[config.mk]
export PLATFORM = sky130hd
export DESIGN_NAME = apb_event_regs
export DESIGN_NICKNAME = d
export VERILOG_FILES = /design/src/rtl/apb_event_regs.sv
export SDC_FILE = /design/constraint.sdc
export NUM_CORES = 1
export LEC_CHECK = 0
export ABC_CLOCK_PERIOD_IN_PS = 9000
export CORE_MARGIN = 4
export CORE_UTILIZATION = 26
export DETAILED_ROUTE_END_ITERATION = 8
export REMOVE_ABC_BUFFERS = 1
export SLEW_MARGIN = 40
export SYNTH_ARGS = -nofsm -noshare
export SYNTH_HDL_FRONTEND = slang
export SYNTH_SLANG_ARGS = --single-unit
[constraint.sdc]
create_clock -name clk -period 9 [get_ports clk]
set_input_delay 0.9 -clock clk [delete_from_list [all_inputs] [get_ports clk]]
set_output_delay 0.9 -clock clk [all_outputs]
set_load 0.005 [all_outputs]
[src/rtl/apb_event_regs.sv]
// APB completer holding three saturating event accumulators, sticky overflow status and a write counter.
// Optional feature: define APB_EVT_IRQ_EN to add the IRQ_MASK register (0x14) and the irq_o output.
module apb_event_regs #(
    parameter logic [31:0] BASE_ADDR   = 32'h0000_0000,
    parameter int          WAIT_STATES = 1
) (
    input  logic        clk,
    input  logic        reset,
    input  logic        apb_sel_i,
    input  logic        apb_penable_i,
    input  logic [31:0] apb_paddr_i,
    input  logic        apb_pwrite_i,
    input  logic [31:0] apb_pwdata_i,
    output logic        apb_pready_o,
    output logic [31:0] apb_prdata_o,
    output logic        apb_pslverr_o
`ifdef APB_EVT_IRQ_EN
    ,
    output logic        irq_o
`endif
);

    localparam logic [3:0] WS = 4'(WAIT_STATES);
`ifdef APB_EVT_IRQ_EN
    localparam logic [4:0] MAX_OFF = 5'h14;
`else
    localparam logic [4:0] MAX_OFF = 5'h10;
`endif

    typedef enum logic [1:0] {
        S_IDLE,
        S_SETUP,
        S_ACCESS,
        S_ERR
    } state_t;

    state_t      state_reg;
    logic [3:0]  wait_cnt_reg;
    logic [31:0] addr_reg;
    logic        write_reg;
    logic [31:0] wdata_reg;
    logic        pready_reg;
    logic        pslverr_reg;
    logic [31:0] prdata_reg;
    logic [31:0] wr_cnt_reg;

    logic [2:0][31:0] evt_val;
    logic [2:0]       status_val;
    logic [2:0]       irq_mask_val;

    logic [4:0]  off;
    logic        acc_err;
    logic        completion;
    logic        wr_commit;
    logic [31:0] rd_val;
    logic [31:0] resp_rdata;
    logic [3:0]  wait_cnt_inc;

    assign off          = addr_reg[4:0];
    assign wait_cnt_inc = wait_cnt_reg + 4'd1;

    // Decode is done on the address latched in SETUP, which stays stable for the whole transfer.
    assign acc_err = (addr_reg[31:5] != BASE_ADDR[31:5]) ||
                     (addr_reg[1:0] != 2'b00) ||
                     (off > MAX_OFF) ||
                     (write_reg && (off == 5'h10));

    assign completion = (state_reg == S_ACCESS) && apb_sel_i && apb_penable_i && pready_reg;
    assign wr_commit  = completion && write_reg && !acc_err;

    always_comb begin
        rd_val = '0;
        case (off)
            5'h00:   rd_val = evt_val[0];
            5'h04:   rd_val = evt_val[1];
            5'h08:   rd_val = evt_val[2];
            5'h0C:   rd_val = {29'd0, status_val};
            5'h10:   rd_val = wr_cnt_reg;
`ifdef APB_EVT_IRQ_EN
            5'h14:   rd_val = {29'd0, irq_mask_val};
`endif
            default: rd_val = '0;
        endcase
    end

    assign resp_rdata = (write_reg || acc_err) ? 32'd0 : rd_val;

    // Response is registered one cycle ahead of PREADY; no other agent can change the
    // registers meanwhile, so prdata still shows the pre-update value.
    always_ff @(posedge clk or negedge reset) begin
        if (!reset) begin
            state_reg    <= S_IDLE;
            wait_cnt_reg <= '0;
            addr_reg     <= '0;
            write_reg    <= 1'b0;
            wdata_reg    <= '0;
            pready_reg   <= 1'b0;
            pslverr_reg  <= 1'b0;
            prdata_reg   <= '0;
        end else begin
            case (state_reg)
                S_IDLE: begin
                    pready_reg  <= 1'b0;
                    pslverr_reg <= 1'b0;
                    prdata_reg  <= '0;
                    if (apb_sel_i && !apb_penable_i) begin
                        addr_reg  <= apb_paddr_i;
                        write_reg <= apb_pwrite_i;
                        wdata_reg <= apb_pwdata_i;
                        state_reg <= S_SETUP;
                    end else if (apb_sel_i && apb_penable_i) begin
                        state_reg   <= S_ERR;
                        pready_reg  <= 1'b1;
                        pslverr_reg <= 1'b1;
                    end
                end
                S_SETUP: begin
                    if (!apb_sel_i) begin
                        state_reg <= S_IDLE;
                    end else if (apb_penable_i) begin
                        state_reg    <= S_ACCESS;
                        wait_cnt_reg <= '0;
                        if (WS == 4'd0) begin
                            pready_reg  <= 1'b1;
                            pslverr_reg <= acc_err;
                            prdata_reg  <= resp_rdata;
                        end
                    end
                end
                S_ACCESS: begin
                    if (!apb_sel_i || completion) begin
                        state_reg    <= S_IDLE;
                        wait_cnt_reg <= '0;
                        pready_reg   <= 1'b0;
                        pslverr_reg  <= 1'b0;
                        prdata_reg   <= '0;
                    end else if (wait_cnt_reg < WS) begin
                        wait_cnt_reg <= wait_cnt_inc;
                        if (wait_cnt_inc == WS) begin
                            pready_reg  <= 1'b1;
                            pslverr_reg <= acc_err;
                            prdata_reg  <= resp_rdata;
                        end
                    end
                end
                S_ERR: begin
                    state_reg   <= S_IDLE;
                    pready_reg  <= 1'b0;
                    pslverr_reg <= 1'b0;
                    prdata_reg  <= '0;
                end
                default: state_reg <= S_IDLE;
            endcase
        end
    end

    // One lane per accumulator: 33-bit sum so the carry marks saturation and overflow.
    for (genvar gi = 0; gi < 3; gi++) begin : g_evt
        logic [32:0] sum;
        logic        hit;
        logic [31:0] cnt_reg;
        logic        ovf_reg;

        assign sum = {1'b0, cnt_reg} + {1'b0, wdata_reg};
        assign hit = wr_commit && (off == 5'(gi * 4));

        always_ff @(posedge clk or negedge reset) begin
            if (!reset) begin
                cnt_reg <= '0;
            end else if (hit) begin
                cnt_reg <= sum[32] ? 32'hFFFF_FFFF : sum[31:0];
            end
        end

        always_ff @(posedge clk or negedge reset) begin
            if (!reset) begin
                ovf_reg <= 1'b0;
            end else if (hit && sum[32]) begin
                ovf_reg <= 1'b1;
            end else if (wr_commit && (off == 5'h0C) && wdata_reg[gi]) begin
                ovf_reg <= 1'b0;
            end
        end

        assign evt_val[gi]    = cnt_reg;
        assign status_val[gi] = ovf_reg;
    end

    always_ff @(posedge clk or negedge reset) begin
        if (!reset) begin
            wr_cnt_reg <= '0;
        end else if (wr_commit) begin
            wr_cnt_reg <= wr_cnt_reg + 32'd1;
        end
    end

`ifdef APB_EVT_IRQ_EN
    logic [2:0] irq_mask_reg;
    logic       irq_reg;

    always_ff @(posedge clk or negedge reset) begin
        if (!reset) begin
            irq_mask_reg <= '0;
            irq_reg      <= 1'b0;
        end else begin
            if (wr_commit && (off == 5'h14)) begin
                irq_mask_reg <= wdata_reg[2:0];
            end
            irq_reg <= |(status_val & irq_mask_reg);
        end
    end

    assign irq_mask_val = irq_mask_reg;
    assign irq_o        = irq_reg;
`else
    assign irq_mask_val = 3'd0;
`endif

    assign apb_pready_o  = pready_reg;
    assign apb_pslverr_o = pslverr_reg;
    assign apb_prdata_o  = prdata_reg;

endmodule

==> impl_metrics.yaml <==
# yosys + openroad results
outcome:
  status: "finished clean"
synthesis:
  synth_seq_share: 0.397
  synth_cells: 1598
  synth_area_per_cell_um2: 9.31
  synth_top_area_share: 0.397
  ys_sh_xor: 0.0671
  flop_cell: "dfrtp_1"
  largest_area_cell: "dfrtp_1"
  top_cells_by_area: "dfrtp_1 40%, ha_1 8.7%, nor2_1 5.6%, mux2_2 4.9%, xnor2_1 4.4%"
  ys_sh_mux: 0.0714
  ys_ff: 236
worst_setup_path:
  path_depth: 11
  start_kind: "flop"
  crit-reg2reg-launch: "wdata_reg[0]"
  startpoint: "wdata_reg[0]"
  path_buffers: 1
finish:
  layout-drive-gt1-share: 0.0904
  area_delta_synth_final_pct: 19.3
  utilization: 0.314
  clkCellAreaFrac: 0.0545
  n_all_buffers: 117
  layout_top_cells: "235 x dfrtp_1, 218 x nor2_1, 128 x a21oi_1"
  stdcell_count: 2461
  fin_area_mm2: 0.0177
  logic_gate_count: 1264
  logic_area_mm2: 0.00862
flow_run:
  warning_count: 29
final_timing:
  rsz0062_at_grt: "false"
  timing.final.ws_setup_ns: 4.99
  skew_ns: 0.0238
floorplan:
  chipArea_mm2: 0.0611
  num_io_pins: 103
  fp.dieW_um: 247
pwr:
  seqPwrFrac: 0.359
  power.density_mw_per_mm2: 226
  p_clk_uw: 1190
  p_int_uw: 2520
  p_switching_uw: 1490
cts:
  path_clk_slew_ns: 0.06
  cts_setup_buffers: 0
routing:
  drcViolationCount: 0
  vias: 12513
global_route:
  grt_use_met3: 0.0194
placement:
  io_buffers: 102
  hpwlAfterDp_um: 33400
hold_path:
  worstHoldPathType: "input port to asynchronous set/reset pin"
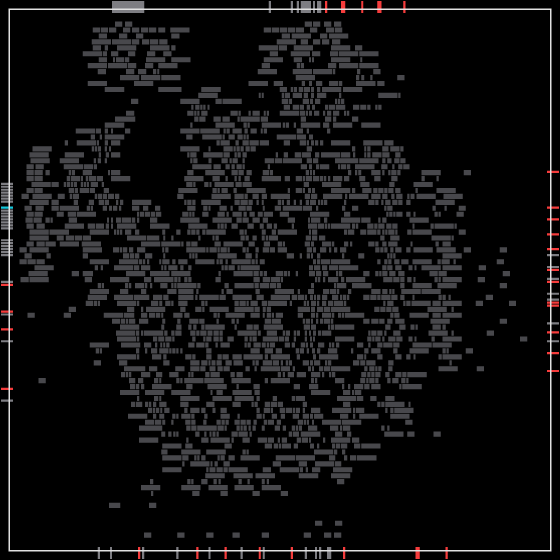
Figure 1: pin placement.
Pins as bars across the die edge, other pins in grey.
port	colour	pins	direction	edge
apb_prdata_o	red	32	output	12 right, 9 bottom, 7 top, 4 left
apb_pslverr_o	cyan	1	output	left

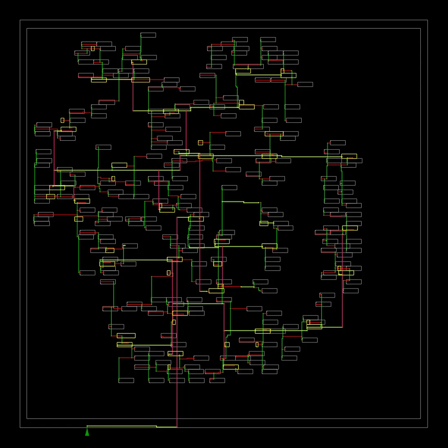
Figure 2: clock routing.
CTS buffer count: 29
clk latency late pin: 0.57 ns
clk_buf instances: 37
CTS Sinks: 236

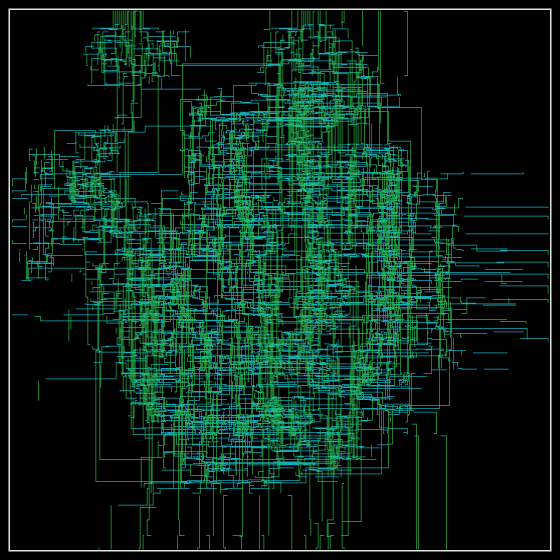
Figure 3: routed metal, one colour a layer.
Two of the layers only.
layer	colour	wire length
met2	green	21.3 mm
met1	cyan	20.6 mm

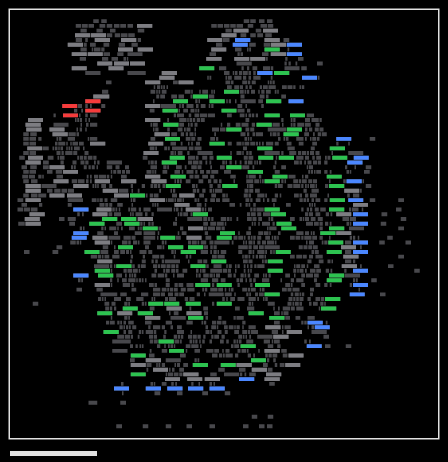
Figure 4: sequential cells coloured by netlist name.
Scale bar: 50 um. Other sequential cells in the stronger grey, the rest of the logic in the fainter grey.
signal	colour	flops
g_evt.cnt_reg	green	96
apb_prdata_o	blue	32
wait_cnt_reg	red	4
not coloured	104

No activity file was given, so power comes from the tool's default toggle rates.
